### Congestion heat map

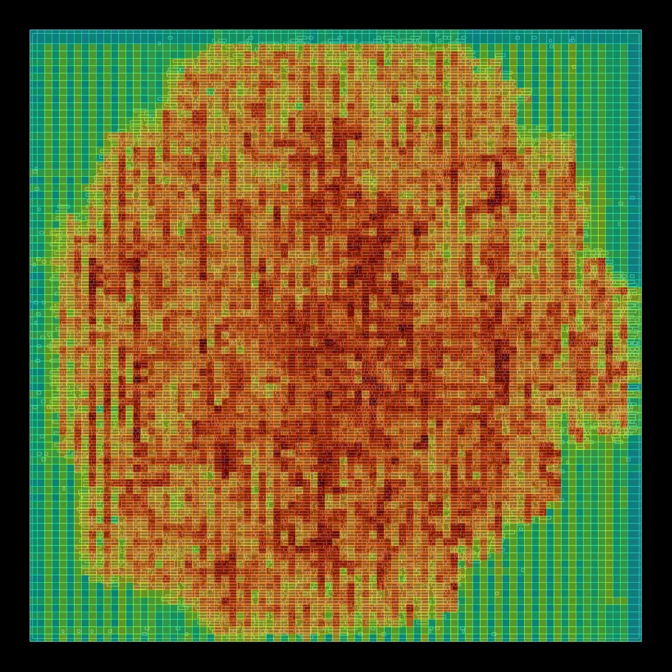
### I/O nets highlighted

The bar under the picture is 200 um long.
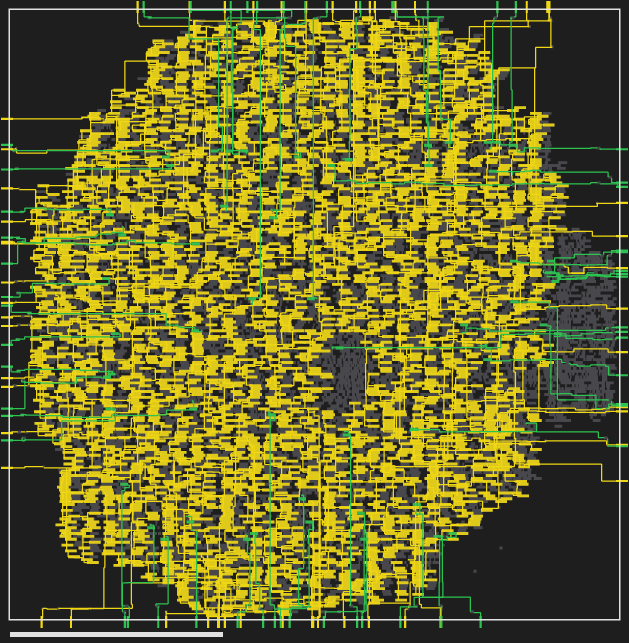
### Sequential cells grouped by signal name

The bar under the picture is 200 um long. Other sequential cells in the stronger gray, the rest of the logic in the fainter gray.
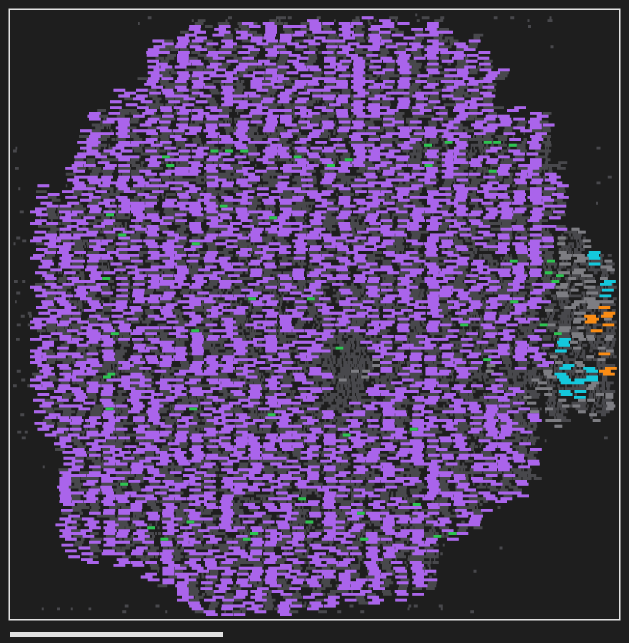
### A small window of the routed layout

The bar under the picture is 10 um long. Window x 130 to 155, y 130 to 155 um. Cells in gray, sequential cells in the stronger gray; small squares are vias.
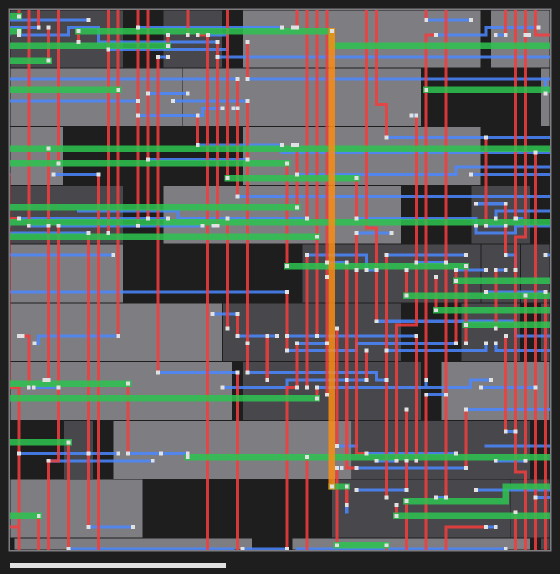
[config.mk]
export PLATFORM = sky130hd
export DESIGN_NAME = mem_stream_framer
export DESIGN_NICKNAME = d
export VERILOG_FILES = /design/src/rtl/mem_stream_framer.sv
export SDC_FILE = /design/constraint.sdc
export NUM_CORES = 2
export LEC_CHECK = 0
export CAP_MARGIN = 20
export CORE_MARGIN = 2
export CORE_UTILIZATION = 52
export CTS_CLUSTER_DIAMETER = 100
export CTS_CLUSTER_SIZE = 14
export DETAILED_ROUTE_END_ITERATION = 8
export PLACE_DENSITY = 0.76
export REMOVE_ABC_BUFFERS = 1
export SLEW_MARGIN = 5
export SYNTH_ARGS = -nofsm -noshare
export SYNTH_HDL_FRONTEND = slang
export SYNTH_SLANG_ARGS = --single-unit
[constraint.sdc]
create_clock -name clk -period 6.32 [get_ports clk]
set_input_delay 0.632 -clock clk [delete_from_list [all_inputs] [get_ports clk]]
set_output_delay 0.632 -clock clk [all_outputs]
set_load 0.01 [all_outputs]
[src/rtl/mem_stream_framer.sv]
// mem_stream_framer: buffers each crossing's stream words and emits header/data/trailer frames on a ready/valid link.
// Define FRAMER_CRC_EN to put a CRC-16-CCITT of the frame's data payloads into trailer[15:0].
`default_nettype none
module mem_stream_framer #(
  parameter int DATA_W  = 54,
  parameter int FIFO_AW = 6,
  parameter int EVQ_AW  = 2
) (
  input  logic              clk,
  input  logic              reset,
  input  logic              new_event,
  input  logic [2:0]        BX,
  input  logic [DATA_W-1:0] in_dat,
  input  logic              in_valid,
  input  logic              in_none,
  output logic [DATA_W+1:0] out_word,
  output logic              out_valid,
  input  logic              out_ready,
  output logic              err_overflow,
  output logic              err_skip
);
  localparam int FDEPTH = 1 << FIFO_AW;
  localparam int EDEPTH = 1 << EVQ_AW;
  localparam logic [FIFO_AW-1:0] F_ONE = 1;
  localparam logic [EVQ_AW-1:0]  E_ONE = 1;
  localparam logic       CLOSED = 1'b0, OPEN = 1'b1;
  localparam logic [1:0] IDLE = 2'd0, HDR = 2'd1, DAT = 2'd2, TRL = 2'd3;

  logic              in_state;
  logic [1:0]        out_state;
  logic [DATA_W-1:0] mem [FDEPTH];
  logic [FIFO_AW-1:0] wr_ptr, rd_ptr, rd_nxt;
  logic [FIFO_AW:0]  f_cnt;
  logic [2:0]        ev_bx   [EDEPTH];
  logic [6:0]        ev_cnt  [EDEPTH];
  logic [6:0]        ev_drop [EDEPTH];
  logic              ev_ovf  [EDEPTH];
  logic              ev_done [EDEPTH];
  logic [EVQ_AW-1:0] ev_wr, ev_rd, cur_slot;
  logic [EVQ_AW:0]   ev_occ;
  logic [2:0]        cur_bx;
  logic [6:0]        cur_cnt, cur_drop, rem;
  logic              cur_ovf;
  logic [1:0]        hold, none_run;

  logic hs, rd, pop, fifo_full, wr_ok, close, free, reserve, head_live, head_rdy;
  logic [2:0]        hd_bx;
  logic [6:0]        hd_cnt, hd_drop;
  logic              hd_ovf;
  logic [15:0]       crc_trl;
  logic [DATA_W-1:0] hdr_pl, trl_pl;

  assign hs        = out_valid & out_ready;
  assign rd        = hs & (out_state == DAT);
  assign pop       = hs & (out_state == TRL);
  assign rd_nxt    = rd_ptr + F_ONE;
  assign fifo_full = f_cnt[FIFO_AW];
  assign wr_ok     = (in_state == OPEN) & ~new_event & in_valid & (~fifo_full | rd);
  assign close     = (in_state == OPEN) &
                     (new_event | ((hold == 2'd0) & in_none & ~in_valid & (none_run == 2'd2)));
  assign free      = ~ev_occ[EVQ_AW] | pop;
  assign reserve   = new_event & free;

  // A record closing this cycle at the queue head is forwarded so its header can start next cycle.
  assign head_live = close & (cur_slot == ev_rd);
  assign head_rdy  = ev_done[ev_rd] | head_live;
  assign hd_bx     = head_live ? cur_bx   : ev_bx[ev_rd];
  assign hd_cnt    = head_live ? cur_cnt  : ev_cnt[ev_rd];
  assign hd_drop   = head_live ? cur_drop : ev_drop[ev_rd];
  assign hd_ovf    = head_live ? cur_ovf  : ev_ovf[ev_rd];

  always_comb begin
    hdr_pl = '0;
    hdr_pl[DATA_W-1 -: 3] = hd_bx;
    hdr_pl[DATA_W-4 -: 7] = hd_cnt;
    trl_pl = hdr_pl;
    trl_pl[DATA_W-11]      = hd_ovf;
    trl_pl[DATA_W-12 -: 7] = hd_drop;
    trl_pl[15:0]           = crc_trl;
  end

  always_ff @(posedge clk) begin
    if (wr_ok) mem[wr_ptr] <= in_dat;
  end

  always_ff @(posedge clk) begin
    if (!reset) begin
      in_state     <= CLOSED;
      wr_ptr       <= '0;
      f_cnt        <= '0;
      ev_wr        <= '0;
      ev_occ       <= '0;
      cur_slot     <= '0;
      cur_bx       <= '0;
      cur_cnt      <= '0;
      cur_drop     <= '0;
      cur_ovf      <= 1'b0;
      hold         <= '0;
      none_run     <= '0;
      err_overflow <= 1'b0;
      err_skip     <= 1'b0;
      for (int i = 0; i < EDEPTH; i++) begin
        ev_bx[i]   <= '0;
        ev_cnt[i]  <= '0;
        ev_drop[i] <= '0;
        ev_ovf[i]  <= 1'b0;
        ev_done[i] <= 1'b0;
      end
    end else begin
      f_cnt  <= f_cnt + {{FIFO_AW{1'b0}}, wr_ok} - {{FIFO_AW{1'b0}}, rd};
      ev_occ <= ev_occ + {{EVQ_AW{1'b0}}, reserve} - {{EVQ_AW{1'b0}}, pop};
      if (wr_ok) wr_ptr <= wr_ptr + F_ONE;
      if (pop) ev_done[ev_rd] <= 1'b0;
      if (close) begin
        ev_bx[cur_slot]   <= cur_bx;
        ev_cnt[cur_slot]  <= cur_cnt;
        ev_drop[cur_slot] <= cur_drop;
        ev_ovf[cur_slot]  <= cur_ovf;
        ev_done[cur_slot] <= 1'b1;
        in_state          <= CLOSED;
      end
      if (new_event) begin
        if (free) begin
          in_state       <= OPEN;
          cur_slot       <= ev_wr;
          ev_wr          <= ev_wr + E_ONE;
          ev_done[ev_wr] <= 1'b0;
          cur_bx         <= BX;
          cur_cnt        <= '0;
          cur_drop       <= '0;
          cur_ovf        <= 1'b0;
          hold           <= 2'd3;
          none_run       <= '0;
        end else begin
          err_skip <= 1'b1;
        end
      end else if (in_state == OPEN) begin
        if (in_valid) begin
          none_run <= '0;
          if (wr_ok) begin
            cur_cnt <= cur_cnt + 7'd1;
          end else begin
            if (cur_drop != 7'h7F) cur_drop <= cur_drop + 7'd1;
            cur_ovf      <= 1'b1;
            err_overflow <= 1'b1;
          end
        end else if (hold == 2'd0) begin
          none_run <= in_none ? none_run + 2'd1 : 2'd0;
        end
        if (hold != 2'd0) hold <= hold - 2'd1;
      end
    end
  end

`ifdef FRAMER_CRC_EN
  logic [15:0] crc, crc_upd;

  function automatic logic [15:0] crc_step(input logic [15:0] c, input logic [DATA_W-1:0] d);
    logic [15:0] r;
    r = c;
    for (int i = DATA_W - 1; i >= 0; i--)
      r = {r[14:0], 1'b0} ^ (((r[15] ^ d[i]) != 1'b0) ? 16'h1021 : 16'h0000);
    return r;
  endfunction

  assign crc_upd = crc_step(crc, out_word[DATA_W-1:0]);
  // The last data word's handshake is also the cycle the trailer loads, so fold it in directly.
  assign crc_trl = (out_state == DAT) ? crc_upd : crc;

  always_ff @(posedge clk) begin
    if (!reset || out_state == IDLE) crc <= 16'hFFFF;
    else if (rd)                     crc <= crc_upd;
  end
`else
  assign crc_trl = 16'h0000;
`endif

  always_ff @(posedge clk) begin
    if (!reset) begin
      out_state <= IDLE;
      out_valid <= 1'b0;
      out_word  <= '0;
      rem       <= '0;
      rd_ptr    <= '0;
      ev_rd     <= '0;
    end else begin
      case (out_state)
        IDLE: if (head_rdy) begin
          out_word  <= {2'b01, hdr_pl};
          out_valid <= 1'b1;
          rem       <= hd_cnt;
          out_state <= HDR;
        end
        HDR: if (hs) begin
          if (rem != 7'd0) begin
            out_word  <= {2'b00, mem[rd_ptr]};
            rem       <= rem - 7'd1;
            out_state <= DAT;
          end else begin
            out_word  <= {2'b10, trl_pl};
            out_state <= TRL;
          end
        end
        // rd_ptr tracks the word on the link; its slot frees only when that word handshakes.
        DAT: if (hs) begin
          rd_ptr <= rd_nxt;
          if (rem != 7'd0) begin
            out_word <= {2'b00, mem[rd_nxt]};
            rem      <= rem - 7'd1;
          end else begin
            out_word  <= {2'b10, trl_pl};
            out_state <= TRL;
          end
        end
        TRL: if (hs) begin
          out_valid <= 1'b0;
          out_word  <= '0;
          ev_rd     <= ev_rd + E_ONE;
          out_state <= IDLE;
        end
        default: out_state <= IDLE;
      endcase
    end
  end
endmodule
`default_nettype wire

==> impl_metrics.json <==
{
  "power.group.top": "registers",
  "max-vdd-ir-drop_uv": 199.4,
  "core.rowCount": 208,
  "path_common_cell": "inv_1",
  "postSynth.asyncResetShare": 0,
  "well_tap_count": 4305,
  "setup_violations": 0,
  "synth-seq-cells": 3659,
  "end_kind": "flop",
  "syn_avg_cell_area_um2": 20.02,
  "power_density_nw_per_um2": 263.1,
  "diodes": 25,
  "p_comb_frac": 0.081,
  "post_drt_via_cell_ratio": 7.648,
  "p_leak_uw": 0.05444,
  "crit_type": "reg -> reg",
  "dr.pass1.iters": 8,
  "layout_min_cycle_time_ps": 5361,
  "edf_count": 3525,
  "n_clock_buffer": 484,
  "met2_length_um": 245100,
  "htree_levels": 5,
  "comb.multi_input.count": 4025,
  "status": "finished with violations",
  "die_y_um": 571.7,
  "violations": "negative hold slack",
  "syn_to_final_growth_pct": 10.12,
  "comb_area_um2": 56350,
  "tool_warnings": 34,
  "logic_family": "multiplexers",
  "max_cap_violations": 0,
  "maxSlewHeadroom": 0.1650,
  "yosysWarnings": 0,
  "die_w_um": 571.7,
  "clock_sinks": 3659,
  "cp_max_fo": 38,
  "power_frac_clock": 0.366,
  "grt.overflow.total": 0,
  "crit_slowest_cell": "a21oi_2",
  "cts_buffers": 300,
  "cts_resized": 0,
  "crit_chain": "inv_1, ha_1, nand3_2, a21oi_2, inv_1, nor2_1, nand3_1, nor2_4, buf_4",
  "synth_top_flop_cell": "edfxtp_1",
  "routed_wl_um": 548200,
  "finalWorstSetupSlack_ps": 958.8,
  "finClkSkew_ps": 77.78,
  "rsz0062_at_grt": "no",
  "clk-power_uw": 17800,
  "place_inst": 12500,
  "synthCells": 8370,
  "hp-class": "in -> reg",
  "drc": 0,
  "compound_area_frac": 0.03538,
  "finalCritPeriodShare": 0.8483,
  "preCtsSetupSlack_ps": 1209,
  "nNonClkInverters": 35,
  "post-cts-setup-buffers": 0,
  "adder_share": 0.002106,
  "dieArea_um2": 326800,
  "core-area_um2": 320900,
  "grt_max_degree": 98,
  "clk_share": 0.04727,
  "tns_ps": 0,
  "cts_max_path_buffers": 4,
  "p_int_uw": 37220,
  "hold_slack_ps": -10.13,
  "critical-path-max-stage-delay_ps": 750,
  "grt-busiest-layer": "met2",
  "drtIter0Drc": 18270,
  "critPathLaunchType": "flop",
  "sequentialPowerShare": 0.553,
  "antenna_found_initial": 22,
  "cts_root_buf": "clkbuf_16",
  "lay_top_count": "edfxtp_1",
  "nFlopsAndLatches": 3659,
  "worstPathRequired_ps": 6840,
  "mux_area_frac": 0.2619,
  "grt_pass1_wl_um": 765900,
  "clk_latency_ps": 950,
  "final_max_slew_viol_count": 0,
  "hpwl_um": 317800,
  "tritoncts": "done",
  "grt_pass1_vias": 98960,
  "synth_area_um2": 167600,
  "synth.distinct_cells": 83,
  "layout_top_cells": "edfxtp_1, mux4_2, nand2_1",
  "pg_comb_uw": 3920,
  "sh_comb_area": 0.3054,
  "instances_no_fill": 13060,
  "postCtsHoldBufs": 0,
  "ys_seq_frac": 0.6477,
  "ys_area_um2": 167600,
  "grt_use_met3": 0.1065,
  "yosysCellCount": 8370,
  "p_sw_frac": 0.2335,
  "hold_viol": 8,
  "drive_above_1_share": 0.3188,
  "antenna_left": 0,
  "dr_wl_met3_um": 89710,
  "arrival_ps": 5880,
  "synthXorXnorAreaFrac": 0.001613,
  "place.gp.congestion": 0.8936,
  "nFillCells": 22650,
  "clk_pin_slew_worst_paths_ps": 70,
  "nNonClkBuffers": 503,
  "switchingPower_uw": 11340,
  "dr_total_vias": 99900,
  "top_layer": "met5",
  "initial_utilization": 0.5222,
  "nets": 8614,
  "synthSimpleGateAreaFrac": 0.03064,
  "wl_met1_um": 174300,
  "buffer_area_frac": 0.02886,
  "worst_pin_slew_ps": 1248,
  "largest_class": "flip-flops and latches",
  "finalPower_uw": 48560,
  "max_freq_mhz": 186.5
}
Back to the opening pictures, 'Congestion heat map':
GRT met1 Usage: 0.4415
WL/cell: 41.97 um
M2 GR Usage: 0.4983
GR Util All Layers: 0.3358

Back to the opening pictures, 'I/O nets highlighted':
| port | color | bits | direction | edge | end cells | wire |
|---|---|---|---|---|---|---|
| out_word | green | 56 | output | 15 south, 15 east, 14 north, 12 west | 56 | 8710 um |
| in_dat | yellow | 54 | input | 16 south, 15 north, 14 west, 9 east | 3456 | 42.4 mm |
Port Buf Inserts: 121
IO Pins: 122

Back to the opening pictures, 'Sequential cells grouped by signal name':
| name in the netlist | color | sequential cells | where |
|---|---|---|---|
| ev_drop | cyan | 28 | east |
| mem | purple | 3456 | widely spread |
| ev_bx | orange | 12 | east |
| out_word | green | 56 | widely spread |
final design utilization: 0.5751
register area: 108600 um^2
sequential share of cell area: 0.5883
P_seq: 26900 uW

Back to the opening pictures, 'A small window of the routed layout':
| layer | color |
|---|---|
| met2 | red |
| met1 | blue |
| met3 | green |
| met4 | orange |
sequential cells in the window: 9
netlist names of flops here include: mem (9)
cells with their middle in the window: 21
most frequent: edfxtp_1 (9), mux4_2 (7), a22oi_1 (3)

Yosys cell counts (84+ instances only):
| cell type | number | share of area |
|---|---|---|
| a21oi_1 | 122 | 0.0036 |
| nand3_1 | 121 | 0.0036 |
| mux2i_1 | 128 | 0.0076 |
| clkbuf_1 | 232 | 0.0052 |
| buf_4 | 106 | 0.0047 |
| a22o_1 | 85 | 0.0044 |
| nor2_1 | 147 | 0.0033 |
| dfxtp_1 | 134 | 0.016 |
| a22oi_1 | 133 | 0.0060 |
| nand2_1 | 548 | 0.012 |
| mux4_2 | 1888 | 0.25 |
| buf_2 | 215 | 0.0064 |
| a221oi_1 | 84 | 0.0044 |
| edfxtp_1 | 3525 | 0.63 |
path summary, 6_finish.rpt:
path | start | to | slack [ps] | depth (start not counted)
worst min register to register | ev_done[3] | ev_done[3] | 470 | 2
worst max-delay path | out_state[0] | mem[59][50] | 960 | 9
worst min-delay path | in_dat[46] | mem[1][46] | -10 | 1
worst max register to register | out_state[0] | mem[59][50] | 960 | 9
state kept, by name, summed over array words and instances, names as in the netlist, 3 cells and up, named ones only:
name	flops
ev_done	4
cur_cnt	7
wr_ptr	6
rem	7
cur_drop	7
ev_bx	12
ev_occ	3
mem	3456
ev_drop	28
ev_cnt	28
f_cnt	7
out_word	56
rd_ptr	6
ev_ovf	4
cur_bx	3
per-stage QoR:
stage / instance area, um^2 / util / hold WS (ps)
detailed placement: 175200 / 0.5460 / 456.7
global placement: 175100 / 0.5456 / 437.9
floorplan: 164200 / - / 428.3
CTS: 183900 / 0.5732 / 166.5
finish: 184500 / 0.5751 / -10.13
global route: 184500 / 0.5749 / 3.395
critical path, delay by kind of cell, from the launching register on:
family | cells | cell delay (ps)
fa+ha+maj | 1 | 490
flops | 1 | 340
buf+inv | 3 | 1380
simple gates | 4 | 1710
compound gates | 1 | 750
No activity file was given, so power comes from the tool's default toggle rates.
